[config.mk]
export PLATFORM = sky130hd
export DESIGN_NAME = forwarding_scoreboard
export DESIGN_NICKNAME = d
export VERILOG_FILES = /design/src/rtl/forwarding_scoreboard.sv
export SDC_FILE = /design/constraint.sdc
export NUM_CORES = 1
export LEC_CHECK = 0
export CAP_MARGIN = 0
export CORE_MARGIN = 2
export CORE_UTILIZATION = 51
export DETAILED_ROUTE_END_ITERATION = 6
export PLACE_DENSITY = 0.83
export SETUP_SLACK_MARGIN = 0.5
export SLEW_MARGIN = 20
export SYNTH_ARGS = -nofsm -noshare
export SYNTH_HDL_FRONTEND = slang
export SYNTH_SLANG_ARGS = --single-unit
export TNS_END_PERCENT = 30
[constraint.sdc]
create_clock -name clk -period 3.9 [get_ports clk]
set_clock_uncertainty 0.2 [all_clocks]
set_input_delay 0.78 -clock clk [delete_from_list [all_inputs] [get_ports clk]]
set_output_delay 0.78 -clock clk [all_outputs]
set_load 0.02 [all_outputs]
[src/rtl/forwarding_scoreboard.sv]
// forwarding_scoreboard: tracks in-flight register writes and generates forwarding selects and load-use stalls
module forwarding_scoreboard #(
    parameter int NUM_SRC = 2,
    parameter int DEPTH   = 2,
    parameter int REG_AW  = 5,
    parameter int SEL_W   = $clog2(DEPTH + 1)
) (
    input  logic                       clk,
    input  logic                       rst_n,
    input  logic                       id_valid,
    input  logic [NUM_SRC*REG_AW-1:0]  id_rs,
    input  logic [NUM_SRC-1:0]         id_rs_used,
    input  logic                       id_we,
    input  logic [REG_AW-1:0]          id_rd,
    input  logic [SEL_W-1:0]           id_lat,
    input  logic                       hold,
    input  logic                       flush,
    output logic                       stall,
    output logic [NUM_SRC*SEL_W-1:0]   fwd_sel
);
    logic [DEPTH:1]       r_v;
    logic [DEPTH:1]       r_we;
    logic [REG_AW-1:0]    r_rd  [1:DEPTH];
    logic [SEL_W-1:0]     r_lat [1:DEPTH];
    logic [NUM_SRC-1:0]       w_haz;
    logic [NUM_SRC*SEL_W-1:0] w_sel;
    logic                     w_issue;

    // Youngest match per source: scan oldest to youngest so the smallest stage index wins
    always_comb begin
        w_haz = '0;
        w_sel = '0;
        for (int i = 0; i < NUM_SRC; i++) begin
            for (int j = DEPTH; j >= 1; j--) begin
                if (id_rs_used[i] && id_rs[i*REG_AW +: REG_AW] != '0 && r_v[j] && r_we[j] &&
                    r_rd[j] == id_rs[i*REG_AW +: REG_AW]) begin
                    w_sel[i*SEL_W +: SEL_W] = SEL_W'(j);
                    w_haz[i] = SEL_W'(j) < ((r_lat[j] == '0) ? SEL_W'(1) : r_lat[j]);
                end
            end
        end
    end

    assign stall   = id_valid & ~flush & (|w_haz);
    assign w_issue = id_valid & ~stall & ~flush;

    // Scoreboard shift and registered select; everything frozen while hold is high
    always_ff @(posedge clk or negedge rst_n) begin
        if (!rst_n) begin
            r_v     <= '0;
            r_we    <= '0;
            fwd_sel <= '0;
            for (int j = 1; j <= DEPTH; j++) begin
                r_rd[j]  <= '0;
                r_lat[j] <= '0;
            end
        end else if (!hold) begin
            for (int j = DEPTH; j >= 2; j--) begin
                r_v[j]   <= r_v[j-1];
                r_we[j]  <= r_we[j-1];
                r_rd[j]  <= r_rd[j-1];
                r_lat[j] <= r_lat[j-1];
            end
            r_v[1]   <= w_issue;
            r_we[1]  <= id_we;
            r_rd[1]  <= id_rd;
            r_lat[1] <= id_lat;
            fwd_sel  <= w_issue ? w_sel : '0;
        end
    end
endmodule

**Run 1: signal wires on met3**

Bar = 20 um. Cells faint in the background.
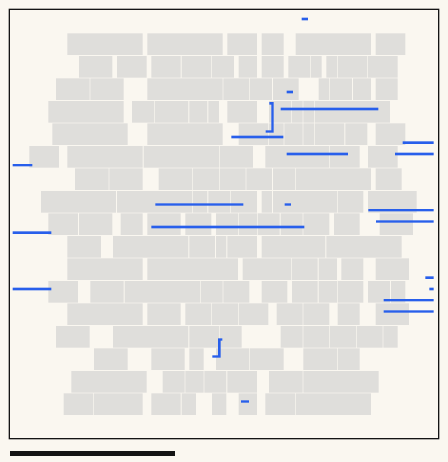
18 nets have wire on it. The wires run mostly horizontal.

**Run 1: power grid**

Pins as bars on the die edge.
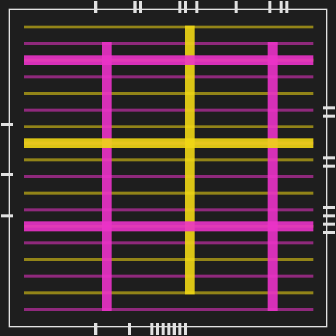
VSS: marked magenta. VDD: marked yellow.
30 signal pins sit on the boundary. 18 met1 rails follow the rows. 3 straps on met5.

**Run 1: congestion heat map**

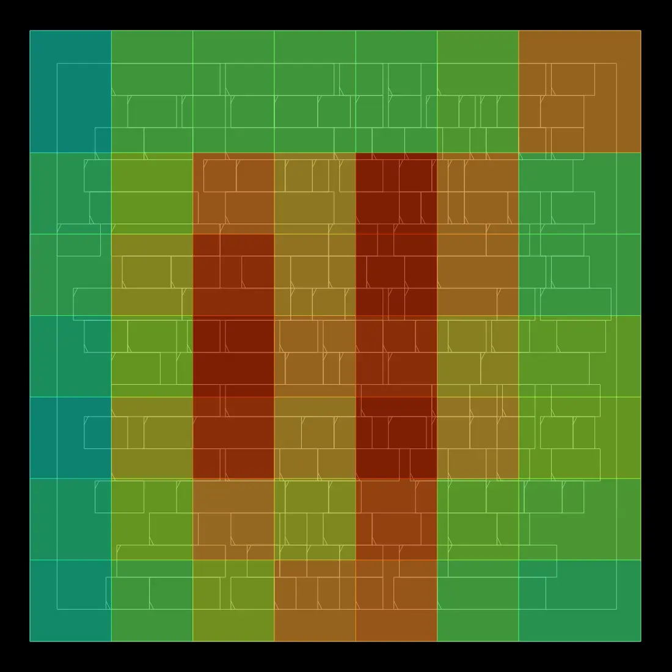
Top Usage Layer GRT: met2
met2 global-route usage: 41.2%

==> impl_metrics.py, run 1 <==
# Metrics from the implementation run
metrics = {
    "die": {
        "tapcell_cnt": 28,
        "fp-row-count": 17,
    },
    "power": {
        "power-per-cell-area_nw_per_um2": 334,
        "pg_seq_w": 0.000279,
        "switching_power_summed_over_all_nets_w": 0.000153,
        "seqPwrFrac_pct": 48.0,
    },
    "synthesis": {
        "yosys-stat-area_sq_um": 1160,
        "synthArstFlopShare_pct": 100,
        "compound_gate_portion_of_the_synthesized_area_pct": 6.03,
        "mappedNetlistArea_sq_um": 1160,
        "largest_type_area_fraction_pct": 47.4,
    },
    "global_route": {
        "globalRouteOverflowTotal": 0,
        "grt_max_degree": 25,
    },
    "cells_and_area": {
        "largest_registers_ranked_by_flip_flop_count": "r_rd x10, fwd_sel x4, r_lat x4",
        "n_multi_input_combinational_cell": 71,
        "num-nonclk-buffers": 52,
        "insertedDiodeCount": 0,
    },
    "timing": {
        "tightest_slew_ns": 1.00,
        "final.setup.tns_ns": 0,
        "hold_violations": 0,
    },
    "placed_design": {
        "port-buffer-count": 29,
        "gp_congestion": 0.870,
    },
    "drt": {
        "vias_per_cell": 5.43,
    },
    "clock_network": {
        "clk_pin_slew_worst_paths_ns": 0.13,
        "clk_root_buffer_cell": "clkbuf_4",
        "post_cts_buffers": 6,
        "cts.sinks": 22,
    },
    "setup_path": {
        "cp.buffers_inverters": 5,
        "timing.rr.end": "r_v[1]",
        "critical_path_arrival_ns": 2.36,
    },
    "run_status": {
        "run_status": "finished clean",
    },
}
==> run 1 -> run 2 <==
--- a/config.mk
+++ b/config.mk
@@ -6,6 +6,7 @@
 export NUM_CORES = 1
 export LEC_CHECK = 0
 export CAP_MARGIN = 0
+export CORE_ASPECT_RATIO = 1.5
 export CORE_MARGIN = 2
 export CORE_UTILIZATION = 51
 export DETAILED_ROUTE_END_ITERATION = 6
**Run 2: signal wires on met3**

Bar = 10 um. Cells faint in the background.
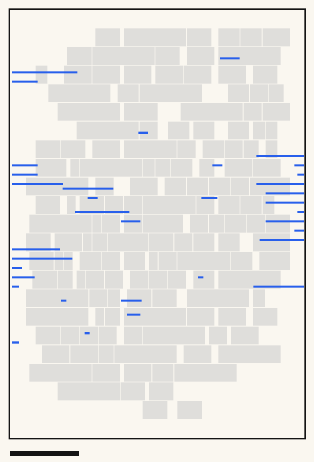
The longest straight run is 9.20 um. The wires run mostly horizontal. 28 nets have wire on it.

==> impl_metrics.py, run 2 <==
# Metrics from the implementation run
metrics = {
    "clock_network": {
        "htree_num_levels": 1,
        "cts-buffers-inserted": 3,
        "clk_pin_slew_worst_paths_ns": 0.11,
        "cts.sinks": 22,
    },
    "placed_design": {
        "port-buffer-count": 29,
        "gp_congestion": 0.963,
    },
    "setup_path": {
        "timing.rr.end": "r_v[1]",
        "critical_path_arrival_ns": 2.37,
        "cp.buffers_inverters": 2,
    },
    "global_route": {
        "grt_max_degree": 25,
        "globalRouteOverflowTotal": 0,
        "globalRoute.busiestLayer": "met2",
    },
    "run_status": {
        "run_status": "finished clean",
    },
    "timing": {
        "final.setup.tns_ns": 0,
        "tightest_slew_ns": 0.926,
        "hold_violations": 0,
    },
    "power": {
        "comb_cell_power_w": 0.000122,
        "clockNetworkPower_w": 0.000124,
        "power-per-cell-area_nw_per_um2": 299,
        "pg_seq_w": 0.000275,
        "switching_power_summed_over_all_nets_w": 0.000141,
        "seqPwrFrac_pct": 52.7,
    },
    "synthesis": {
        "yosys-stat-area_sq_um": 1160,
        "compound_gate_portion_of_the_synthesized_area_pct": 6.03,
        "yosys.area_share.simple_pct": 14.1,
        "mappedNetlistArea_sq_um": 1160,
        "synthArstFlopShare_pct": 100,
    },
    "cells_and_area": {
        "reg_with_most_ffs": "r_rd",
        "insertedDiodeCount": 0,
        "n_multi_input_combinational_cell": 71,
        "num-nonclk-buffers": 55,
        "largest_registers_ranked_by_flip_flop_count": "r_rd x10, fwd_sel x4, r_lat x4",
        "post_route_cells_drive_above_1_share_pct": 44.7,
    },
    "die": {
        "fp-row-count": 21,
    },
    "drt": {
        "vias_per_cell": 5.54,
        "drt-met1-wl_um": 1060,
    },
}
**Run 2: congestion heat map**

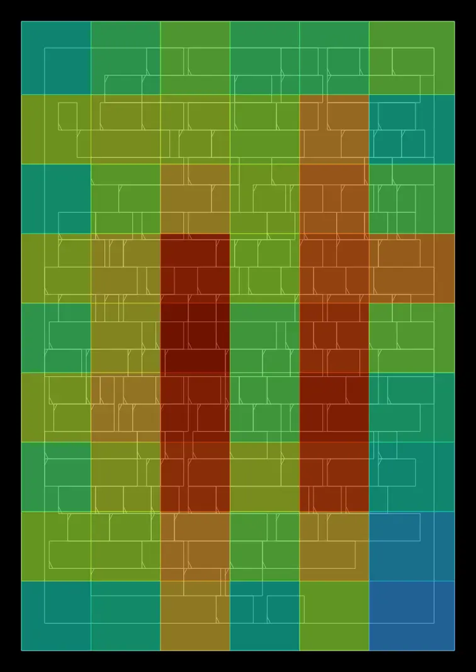
Final Util: 79.1%
total track usage: 21.8%
met1 Usage GRT: 25.3%
met2 global-route usage: 36.2%
GRT met3 Usage: 3.18%

==> run 2 -> run 3 <==
--- a/config.mk
+++ b/config.mk
@@ -11,6 +11,7 @@
 export CORE_UTILIZATION = 51
 export DETAILED_ROUTE_END_ITERATION = 6
 export PLACE_DENSITY = 0.83
+export REMOVE_ABC_BUFFERS = 1
 export SETUP_SLACK_MARGIN = 0.5
 export SLEW_MARGIN = 20
 export SYNTH_ARGS = -nofsm -noshare
==> impl_metrics.py, run 3 <==
# Metrics from the implementation run
metrics = {
    "run_status": {
        "run_status": "finished clean",
    },
    "cells_and_area": {
        "num-nonclk-buffers": 59,
        "insertedDiodeCount": 0,
        "reg_with_most_ffs": "r_rd",
        "post_route_cells_drive_above_1_share_pct": 46.8,
    },
    "global_route": {
        "grt_use_total_pct": 24.6,
        "globalRouteOverflowTotal": 0,
        "groute.layer.met1.usage_pct": 27.9,
        "globalRoute.busiestLayer": "met2",
        "grt_max_degree": 25,
    },
    "power": {
        "seqPwrFrac_pct": 52.3,
        "pg_seq_w": 0.000277,
        "comb_cell_power_w": 0.000127,
        "switching_power_summed_over_all_nets_w": 0.000147,
        "power-per-cell-area_nw_per_um2": 297,
        "clockNetworkPower_w": 0.000125,
    },
    "synthesis": {
        "synthArstFlopShare_pct": 100,
        "yosys.area_share.simple_pct": 14.1,
        "compound_gate_portion_of_the_synthesized_area_pct": 6.03,
        "largest_type_area_fraction_pct": 47.4,
    },
    "clock_network": {
        "clk_pin_slew_worst_paths_ns": 0.12,
        "cts-buffers-inserted": 3,
        "htree_num_levels": 1,
        "post_cts_buffers": 12,
    },
    "timing": {
        "hold_violations": 0,
    },
    "placed_design": {
        "port-buffer-count": 29,
    },
    "die": {
        "fp-row-count": 21,
        "tapcell_cnt": 23,
    },
    "drt": {
        "drt-met1-wl_um": 1170,
        "vias_per_cell": 5.66,
    },
    "setup_path": {
        "cp.buffers_inverters": 2,
        "timing.rr.end": "fwd_sel[0]",
    },
}
**Run 3: congestion heat map**

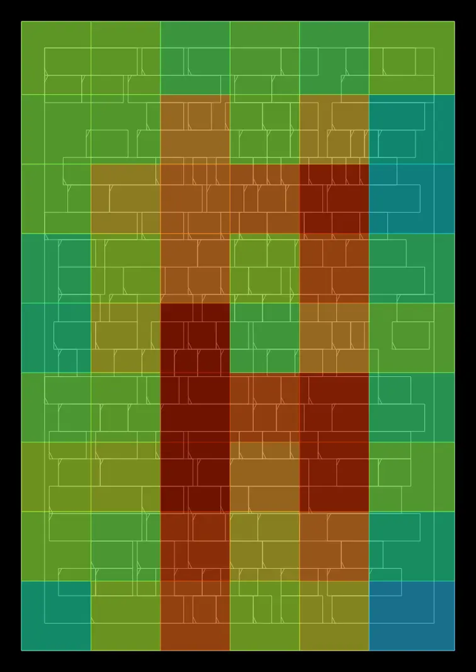
met2 global-route usage: 44.7%
WL per Instance: 17.1 um
Final Util: 80.6%

**Run 3: signal wires on met3**

Bar = 10 um. Cells faint in the background.
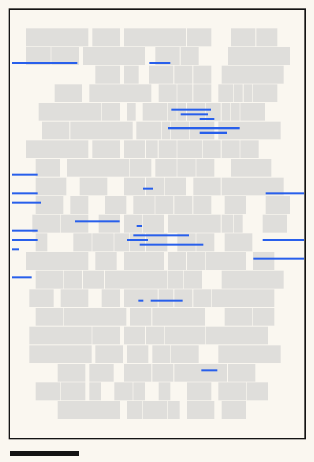
The layer holds 3.6% of the routed length. The longest straight run is 10.1 um. The wires run mostly horizontal.

Power is estimated from default activity; no workload was simulated.
